**config.mk**
```make
export PLATFORM = sky130hd
export DESIGN_NAME = emergency_preempt_arbiter
export DESIGN_NICKNAME = d
export VERILOG_FILES = /design/src/rtl/emergency_preempt_arbiter.sv
export SDC_FILE = /design/constraint.sdc
export NUM_CORES = 1
export LEC_CHECK = 0
export ABC_CLOCK_PERIOD_IN_PS = 1900
export CORE_MARGIN = 3
export CORE_UTILIZATION = 45
export DETAILED_ROUTE_END_ITERATION = 10
export GPL_TIMING_DRIVEN = 0
export HOLD_SLACK_MARGIN = 0.12
export PLACE_DENSITY = 0.74
export SETUP_SLACK_MARGIN = 0.5
export SLEW_MARGIN = 20
export SYNTH_ARGS = -nofsm -noshare
export SYNTH_HDL_FRONTEND = slang
export SYNTH_SLANG_ARGS = --single-unit
```
**constraint.sdc**
```tcl
create_clock -name clk -period 1.9 [get_ports clk]
set_clock_uncertainty 0.15 [all_clocks]
set_input_delay 0.38 -clock clk [delete_from_list [all_inputs] [get_ports clk]]
set_output_delay 0.38 -clock clk [all_outputs]
set_load 0.05 [all_outputs]
```
**src/rtl/emergency_preempt_arbiter.sv**
```systemverilog
// Emergency-vehicle preemption arbiter: round-robin grant of one approach at a time,
// sequenced through all-red clearance, bounded hold and a recovery gap.
module emergency_preempt_arbiter #(
    parameter int unsigned N        = 4,
    parameter int unsigned TW       = 5,
    parameter int unsigned CLR_T    = 3,
    parameter int unsigned MIN_HOLD = 5,
    parameter int unsigned MAX_HOLD = 30,
    parameter int unsigned REC_T    = 2
) (
    input  logic         clk,
    input  logic         rst,
    input  logic         tick,
    input  logic [N-1:0] req,
    input  logic         ped_btn,
    input  logic         ped_ack,
    output logic [N-1:0] grant,
    output logic         preempt_main,
    output logic         preempt_side,
    output logic         all_red,
    output logic         ped_req,
    output logic [1:0]   state_o
);

    localparam int unsigned PW = (N > 1) ? $clog2(N) : 1;

    localparam logic [TW-1:0] ClrT    = TW'(CLR_T);
    localparam logic [TW-1:0] MinHold = TW'(MIN_HOLD);
    localparam logic [TW-1:0] MaxHold = TW'(MAX_HOLD);
    localparam logic [TW-1:0] RecT    = TW'(REC_T);

    typedef enum logic [1:0] {
        StIdle    = 2'd0,
        StClear   = 2'd1,
        StHold    = 2'd2,
        StRecover = 2'd3
    } state_e;

    state_e        state_q, state_d;
    logic [TW-1:0] timer_q, timer_d;
    logic [PW-1:0] ptr_q, ptr_d;
    logic [PW-1:0] sel_q, sel_d;
    logic          ped_q, ped_d;

    logic [TW-1:0] timer_inc;
    logic [PW-1:0] pick;
    logic [PW-1:0] sel_next;

    always_ff @(posedge clk) begin
        if (rst) begin
            state_q <= StIdle;
            timer_q <= '0;
            ptr_q   <= '0;
            sel_q   <= '0;
            ped_q   <= 1'b0;
        end else begin
            state_q <= state_d;
            timer_q <= timer_d;
            ptr_q   <= ptr_d;
            sel_q   <= sel_d;
            ped_q   <= ped_d;
        end
    end

    assign timer_inc = (timer_q == '1) ? timer_q : timer_q + 1'b1;
    assign sel_next  = (32'(sel_q) == N - 1) ? '0 : sel_q + 1'b1;

    // Round-robin scan starting at ptr_q, wrapping past N-1 to 0.
    always_comb begin
        int unsigned idx;
        logic        found;
        pick  = sel_q;
        found = 1'b0;
        idx   = 0;
        for (int unsigned i = 0; i < N; i++) begin
            idx = (32'(ptr_q) + i) % N;
            if (!found && req[idx]) begin
                found = 1'b1;
                pick  = PW'(idx);
            end
        end
    end

    always_comb begin
        state_d = state_q;
        sel_d   = sel_q;
        ptr_d   = ptr_q;
        unique case (state_q)
            StIdle: begin
                if (|req) begin
                    sel_d   = pick;
                    state_d = StClear;
                end
            end
            StClear: begin
                if (tick && timer_inc == ClrT) begin
                    state_d = req[sel_q] ? StHold : StRecover;
                end
            end
            StHold: begin
                if ((!req[sel_q] && timer_q >= MinHold) || timer_q >= MaxHold) begin
                    state_d = StRecover;
                    ptr_d   = sel_next;
                end
            end
            StRecover: begin
                if (tick && timer_inc == RecT) begin
                    state_d = StIdle;
                end
            end
            default: state_d = StIdle;
        endcase
    end

    // Timer restarts on every state change; IDLE ignores tick.
    always_comb begin
        timer_d = timer_q;
        if (state_d != state_q) begin
            timer_d = '0;
        end else if (tick && state_q != StIdle) begin
            timer_d = timer_inc;
        end
    end

    // A press in the same cycle as an acknowledge wins.
    always_comb begin
        ped_d = ped_q;
        if (ped_btn) begin
            ped_d = 1'b1;
        end else if (ped_ack) begin
            ped_d = 1'b0;
        end
    end

    always_comb begin
        grant        = '0;
        preempt_main = 1'b0;
        preempt_side = 1'b0;
        if (state_q == StHold) begin
            grant[sel_q] = 1'b1;
        end
        for (int unsigned i = 0; i < N; i++) begin
            if (i % 2 == 0) begin
                preempt_main = preempt_main | grant[i];
            end else begin
                preempt_side = preempt_side | grant[i];
            end
        end
    end

    assign all_red = (state_q == StClear);
    assign ped_req = ped_q;
    assign state_o = state_q;

    a_grant_onehot : assert property (@(posedge clk) disable iff (rst) $onehot0(grant));
    a_red_vs_grant : assert property (@(posedge clk) disable iff (rst) !(all_red && |grant));
    a_main_vs_side : assert property (@(posedge clk) disable iff (rst)
                                      !(preempt_main && preempt_side));

endmodule

```
==> run_1/clocks.png <==
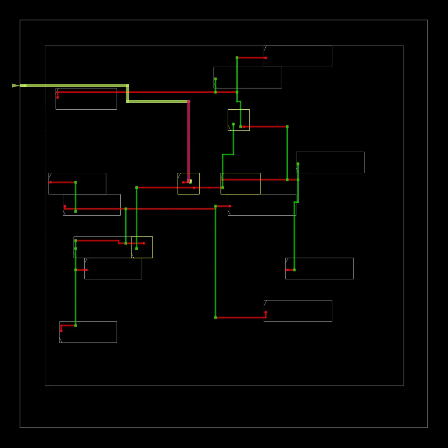
FFs & Latches: 12
clock insertion delay at the later pin of the skew report: 0.28 ns
clk sinks: 12
cts bufs inserted: 3
clk pwr: 221 uW

==> run_1/io_placement.png <==
Scale bar: 20 um. Pins as bars across the die edge, other pins in gray.
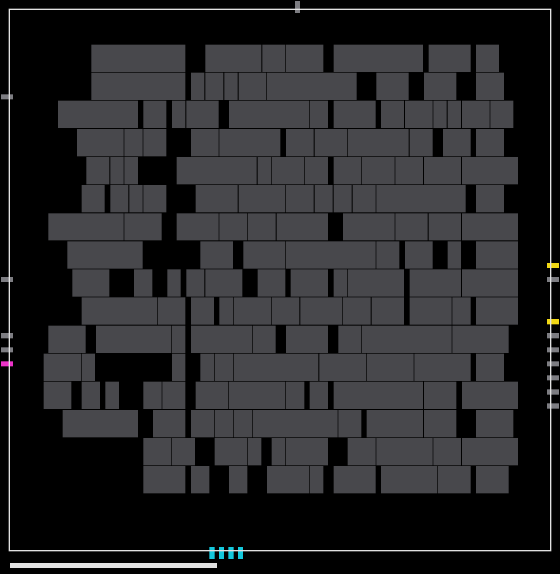
req -> cyan  # pins 4, direction input, edge bottom
state_o -> yellow  # pins 2, direction output, edge right
ped_btn -> magenta  # pins 1, direction input, edge left

==> run_1/metal_density.png <==
Scale bar: 20 um. 10 x 10 tiles, from dark blue (low) to red (high), scaled to the fullest tile. Values are wire area over tile area, all layers added.
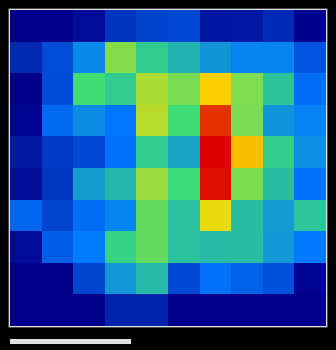
emptiest ninth of the die = lower left
tiles over half the peak = 18%
mean over tiles = 0.20
densest ninth of the die = center
fullest tile = 0.70
nearly empty tiles = 16%

==> deck_impl_summary.md, run 1 <==
Run Summary

Routing
  – DR WL/cell: 17.90 um
  – Met2 Wirelength: 1.760 mm

Final timing
  – Fin crit period: 1.979 ns
  – Fin. max-slew vios: 0
  – F_max: 0.5052 GHz
  – Cycle use final: 104.2%
  – # setup viols final: 8
  – Post-layout worst setup margin: -0.07947 ns

Layout
  – Multi-input combinational area share: 50.38%
  – Non-Filler Instances: 192
  – Diodes inserted: 0
  – Inverters: 10
  – Clock buffers: 4
  – Max reg flops: 5
  – Share of cells above drive strength 1: 55.76%

Synthesis
  – Synth async-reset ratio: 0%
  – Adder Share, Synth: 9.091%
  – Cell Type Count: 38
  – MUX area fraction: 5.455%
  – Xor/xnor share: 1.818%
  – EDFF count, synth: 0
  – Post-synth top flop: dfxtp_1
  – Most frequent cell after synthesis: dfxtp_1

Flow run
  – MaxCap Viol Count: 0

Global routing
  – GR Util met2: 39.33%
  – Grt peak-use layer: met2
  – Via count of the first global-routing pass: 1026
  – Largest net degree at the start of global routing: 11
  – Initial antenna violation count: 0
  – Total global-route track usage: 23.35%

Power and ir drop
  – Clock network power share: 28.6%
  – Switch share: 33.88%
  – LEAKAGE: 0.0006644 uW
  – Final Power: 771.6 uW

Run status
  – Status: finished with violations
  – Violated checks: setup timing

Critical path
  – Crit-path most repeated cell: buf_8
  – Cell family with most CP delay: simple AND/OR/NAND/NOR gates
  – WP data arrival: 1.45 ns
  – Critical path buffers and inverters: 2
  – Reg2Reg Depth: 6
  – Critical Path Sink Type: output pin
  – CP Launch Point: state_o[1]

Floorplanning
  – FP Rows: 16

Clock tree
  – H-tree depth: 1
  – CTS Hold Bufs: 0

Placed design
  – Hpwl dp: 1.675 mm
==> run_1/layer_met1.png <==
Scale bar: 20 um.
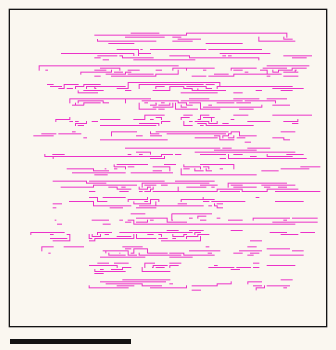

==> inputs of run 2 (changes only) <==
--- a/config.mk
+++ b/config.mk
@@ -5,13 +5,14 @@
 export SDC_FILE = /design/constraint.sdc
 export NUM_CORES = 1
 export LEC_CHECK = 0
+export ABC_AREA = 1
 export ABC_CLOCK_PERIOD_IN_PS = 1900
 export CORE_MARGIN = 3
-export CORE_UTILIZATION = 45
+export CORE_UTILIZATION = 47
 export DETAILED_ROUTE_END_ITERATION = 10
 export GPL_TIMING_DRIVEN = 0
 export HOLD_SLACK_MARGIN = 0.12
-export PLACE_DENSITY = 0.74
+export PLACE_DENSITY = 0.75
 export SETUP_SLACK_MARGIN = 0.5
 export SLEW_MARGIN = 20
 export SYNTH_ARGS = -nofsm -noshare
==> run_2/layer_met1.png <==
Scale bar: 20 um.
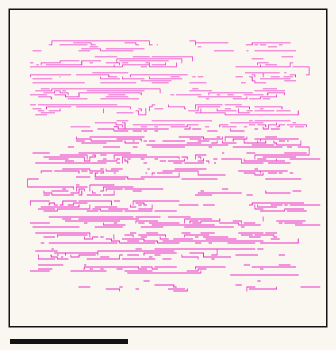
main direction = horizontal
longest straight run = 18.4 um
wire length on this layer = 1630 um
share of all routed wire = 39%
nets with wire on the layer = 223
met1 Use GR: 27.36%
vias: 1406
final wirelength: 4.141 mm

==> run_2/flops_by_reg.png <==
Scale bar: 20 um.
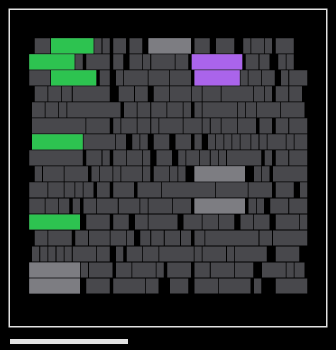
ptr_q -> purple  # sequential cells 2
timer_q -> green  # sequential cells 5
not colored = 5
Core Util, Final: 92.78%
sequential cell area share: 14.13%

==> deck_impl_summary.md, run 2 <==
Run Summary

Power and ir drop
  – LEAKAGE: 0.0008484 uW
  – Net switching power: 413.5 uW
  – Power per cell area: 516.4 mW/mm^2
  – Final Power: 987.9 uW
  – Switch share: 41.86%
  – Clk pwr: 220 uW

Critical path
  – Critical Path Sink Type: flip-flop
  – CP Launch Point: timer_q[0]
  – Critical path buffers and inverters: 1
  – Reg2Reg Depth: 11
  – WP data arrival: 1.99 ns

Final timing
  – Fin. max-slew vios: 0
  – Fin crit period: 1.906 ns
  – # setup viols final: 1
  – F_max: 0.5247 GHz
  – Final Hold Fails: 0
  – Post-layout worst setup margin: -0.005738 ns

Clock tree
  – Cts bufs inserted: 3
  – Clk pin slew, worst setup/hold paths: 0.08 ns
  – H-tree depth: 1
  – CTS tree: yes
  – CTS Hold Bufs: 0
  – Clk sinks: 12
  – Clock insertion delay at the later pin of the skew report: 0.30 ns

Run status
  – Violated checks: setup timing
  – Status: finished with violations

Global routing
  – GR Util met2: 46.77%
  – Largest net degree at the start of global routing: 11
  – Via count of the first global-routing pass: 1307
  – Initial antenna violation count: 0
  – Grt peak-use layer: met2
  – First-pass GRT wire length: 5.388 mm
  – Total global-route track usage: 25.64%

Layout
  – Non-Filler Instances: 252
  – Clock buffers: 4
  – Diodes inserted: 0
  – Multi-input combinational area share: 50.82%
  – Inverters: 36
  – Max reg flops: 5
  – FFs & Latches: 12
  – Share of cells above drive strength 1: 60.00%
  – Fill count: 75

Synthesis
  – MUX area fraction: 0%
  – Cell Type Count: 26
  – Adder Share, Synth: 8.187%
  – EDFF count, synth: 0
  – Max-area cell share: 22.46%
  – Xor/xnor share: 1.637%
  – Post-synth top flop: dfxtp_1
  – Syn Area/Cell: 6.044 um^2
  – Most frequent cell after synthesis: nand2_1

Routing
  – Met2 Wirelength: 2.081 mm
  – DR WL/cell: 16.43 um
  – Antenna-violating nets left: 0
  – First-iteration detailed-routing DRC count: 71

Worst hold path
  – Hold Path Sink: ped_req

Floorplanning
  – FP Rows: 16
  – Tapcells: 27

Placed design
  – Hpwl dp: 2.106 mm

Flow run
  – MaxCap Viol Count: 0
==> inputs of run 3 (changes only) <==
--- a/config.mk
+++ b/config.mk
@@ -6,15 +6,14 @@
 export NUM_CORES = 1
 export LEC_CHECK = 0
 export ABC_AREA = 1
-export ABC_CLOCK_PERIOD_IN_PS = 1900
+export ABC_CLOCK_PERIOD_IN_PS = 1800
 export CORE_MARGIN = 3
-export CORE_UTILIZATION = 47
+export CORE_UTILIZATION = 52
 export DETAILED_ROUTE_END_ITERATION = 10
 export GPL_TIMING_DRIVEN = 0
 export HOLD_SLACK_MARGIN = 0.12
-export PLACE_DENSITY = 0.75
+export PLACE_DENSITY = 0.79
 export SETUP_SLACK_MARGIN = 0.5
-export SLEW_MARGIN = 20
 export SYNTH_ARGS = -nofsm -noshare
 export SYNTH_HDL_FRONTEND = slang
 export SYNTH_SLANG_ARGS = --single-unit
==> constraint.sdc (replaced) <==
create_clock -name clk -period 1.8 [get_ports clk]
set_clock_uncertainty 0.15 [all_clocks]
set_input_delay 0.36 -clock clk [delete_from_list [all_inputs] [get_ports clk]]
set_output_delay 0.36 -clock clk [all_outputs]
set_load 0.05 [all_outputs]
==> deck_impl_summary.md, run 3 <==
Implementation Results

Synthesis
  – Top area cell types: dfxtp_1, nand2_1, inv_1
  – Xor/xnor share: 1.637%
  – Synth Instances: 177
  – Syn Area/Cell: 6.044 um^2
  – Cell type with the largest total area: dfxtp_1
  – Synth async-reset ratio: 0%
  – Cell Type Count: 26
  – Yosys Instances: 177
  – Registers, synthesis: 12
  – Synth Seq Share: 22.46%
  – Post-synth top flop: dfxtp_1
  – Syn_nets: 193
  – Max-area cell share: 22.46%
  – EDFF count, synth: 0
  – MUX area fraction: 0%
  – Most frequent cell after synthesis: nand2_1
  – Post-Syn Area: 0.001070 mm^2
  – Top logic family: simple AND/OR/NAND/NOR gates
  – Simple share: 39.88%
  – Top cells by count: nand2_1, inv_1, nand3_1, dfxtp_1, nor2_1
  – Chip area in the Yosys report: 0.001070 mm^2
  – Adder Share, Synth: 8.187%
  – YS warnings: 0
  – AND-OR/OR-AND Cells, Area Fraction: 13.45%

Clock tree
  – PostCTS Resize Cnt: 115
  – H-tree depth: 1
  – Clock Tree Root: clkbuf_4
  – Clk sinks: 12
  – Max clock buf depth: 2
  – CTS Hold Bufs: 0
  – Post-CTS setup buffers: 17
  – Cts bufs inserted: 3

Floorplanning
  – FP Rows: 15
  – Die Wd: 51.36 um
  – Pre-Place Util: 58.16%
  – IO Pins: 19
  – Die y size: 51.36 um

Run status
  – Last stage the flow got to: global routing (5_1_grt)
  – Status: aborted with a tool error
  – Tool error: [ERROR DPL-0038] Utilization greater than 100%, impossible to legalize

Placed design
  – Cells after DPL: 220
  – DP Worst Slack: -0.4183 ns
  – Hpwl dp: 2.201 mm
  – # port buffers: 18
  – Dpl cell area: 0.001421 mm^2
  – Final GP Congestion: 0.8524

Global routing
  – Largest net degree at the start of global routing: 11

Final timing
  – Worst ep type: sequential cell input
  – Worst EP post-GRT repair: timer_q[3]$_SDFFE_PP0P_/D
==> inputs of run 4 (changes only) <==
--- a/config.mk
+++ b/config.mk
@@ -7,13 +7,11 @@
 export LEC_CHECK = 0
 export ABC_AREA = 1
 export ABC_CLOCK_PERIOD_IN_PS = 1800
-export CORE_MARGIN = 3
-export CORE_UTILIZATION = 52
+export CORE_AREA = 3 3 64 66
 export DETAILED_ROUTE_END_ITERATION = 10
+export DIE_AREA = 0 0 67 69
 export GPL_TIMING_DRIVEN = 0
-export HOLD_SLACK_MARGIN = 0.12
-export PLACE_DENSITY = 0.79
-export SETUP_SLACK_MARGIN = 0.5
+export PLACE_DENSITY_LB_ADDON = 0.15
 export SYNTH_ARGS = -nofsm -noshare
 export SYNTH_HDL_FRONTEND = slang
 export SYNTH_SLANG_ARGS = --single-unit
==> run_4/clocks.png <==
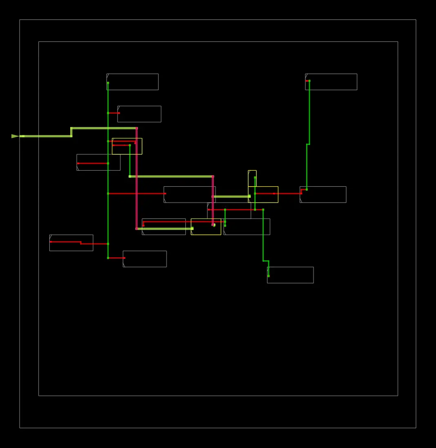
clk pwr: 258 uW
clock insertion delay at the later pin of the skew report: 0.24 ns
clock buffers: 4

==> deck_impl_summary.md, run 4 <==
Run Summary

Routing
  – DR WL/cell: 10.43 um
  – Final wirelength: 2.681 mm
  – Met2 Wirelength: 1.328 mm
  – First-iteration detailed-routing DRC count: 61
  – Vias: 1171

Clock tree
  – CTS tree: yes
  – Clock Tree Root: clkbuf_8
  – Post-CTS setup buffers: 7
  – Max clock buf depth: 2
  – CTS Hold Bufs: 0
  – PostCTS Resize Cnt: 54
  – Cts bufs inserted: 3

Critical path
  – Cell family with most CP delay: simple AND/OR/NAND/NOR gates
  – WP data arrival: 1.84 ns
  – Critical Path Sink Type: flip-flop
  – Reg2Reg Depth: 12
  – Crit-path most repeated cell: nand3_2
  – CP Launch Point: timer_q[0]

Synthesis
  – Top area cell types: dfxtp_1, nand2_1, inv_1
  – Simple share: 39.88%
  – Yosys Instances: 177
  – Top cells by count: nand2_1, inv_1, nand3_1, dfxtp_1, nor2_1
  – Syn_nets: 193
  – Synth Seq Share: 22.46%
  – Syn Area/Cell: 6.044 um^2
  – Cell Type Count: 26
  – Max-area cell share: 22.46%
  – Xor/xnor share: 1.637%

Run status
  – Status: finished with violations
  – Violated checks: setup timing

Worst hold path
  – Hold Path Sink: ped_req

Placed design
  – DP Worst Slack: -0.5185 ns
  – Final GP Congestion: 0.7789
  – Dpl cell area: 0.001375 mm^2
  – # port buffers: 18

Power and ir drop
  – Net switching power: 364.1 uW
  – Switch share: 38.85%

Global routing
  – Largest net degree at the start of global routing: 11
  – Met1 Use GR: 14.36%
  – Grt peak-use layer: met2
  – Total global-route track usage: 11.68%
  – Via count of the first global-routing pass: 1012
  – First-pass GRT wire length: 4.347 mm

Flow run
  – MaxCap Viol Count: 0

Floorplanning
  – Die Wd: 67 um
  – Die y size: 69 um
  – IO Pins: 19

Final timing
  – # setup viols final: 3
  – F_max: 0.5504 GHz
  – Cycle use final: 100.9%
  – Post-layout worst setup margin: -0.01680 ns

Layout
  – Inverters: 36
  – Share of cells above drive strength 1: 40.19%
  – Multi-input combinational area share: 51.64%
  – Diodes inserted: 0
==> run_4/flops_by_reg.png <==
Scale bar: 20 um.
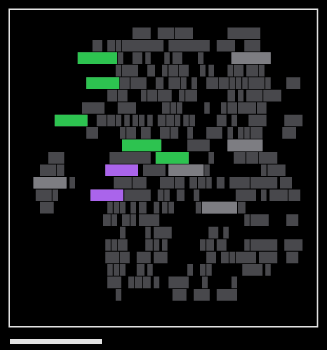
timer_q -> green  # sequential cells 5
ptr_q -> purple  # sequential cells 2
not colored = 5
Sequential cell area: 255.2 um^2
Core Util, Final: 45.21%
P_seq: 321 uW
sequential cell area share: 15.54%

Power and IR drop assume default switching activity.
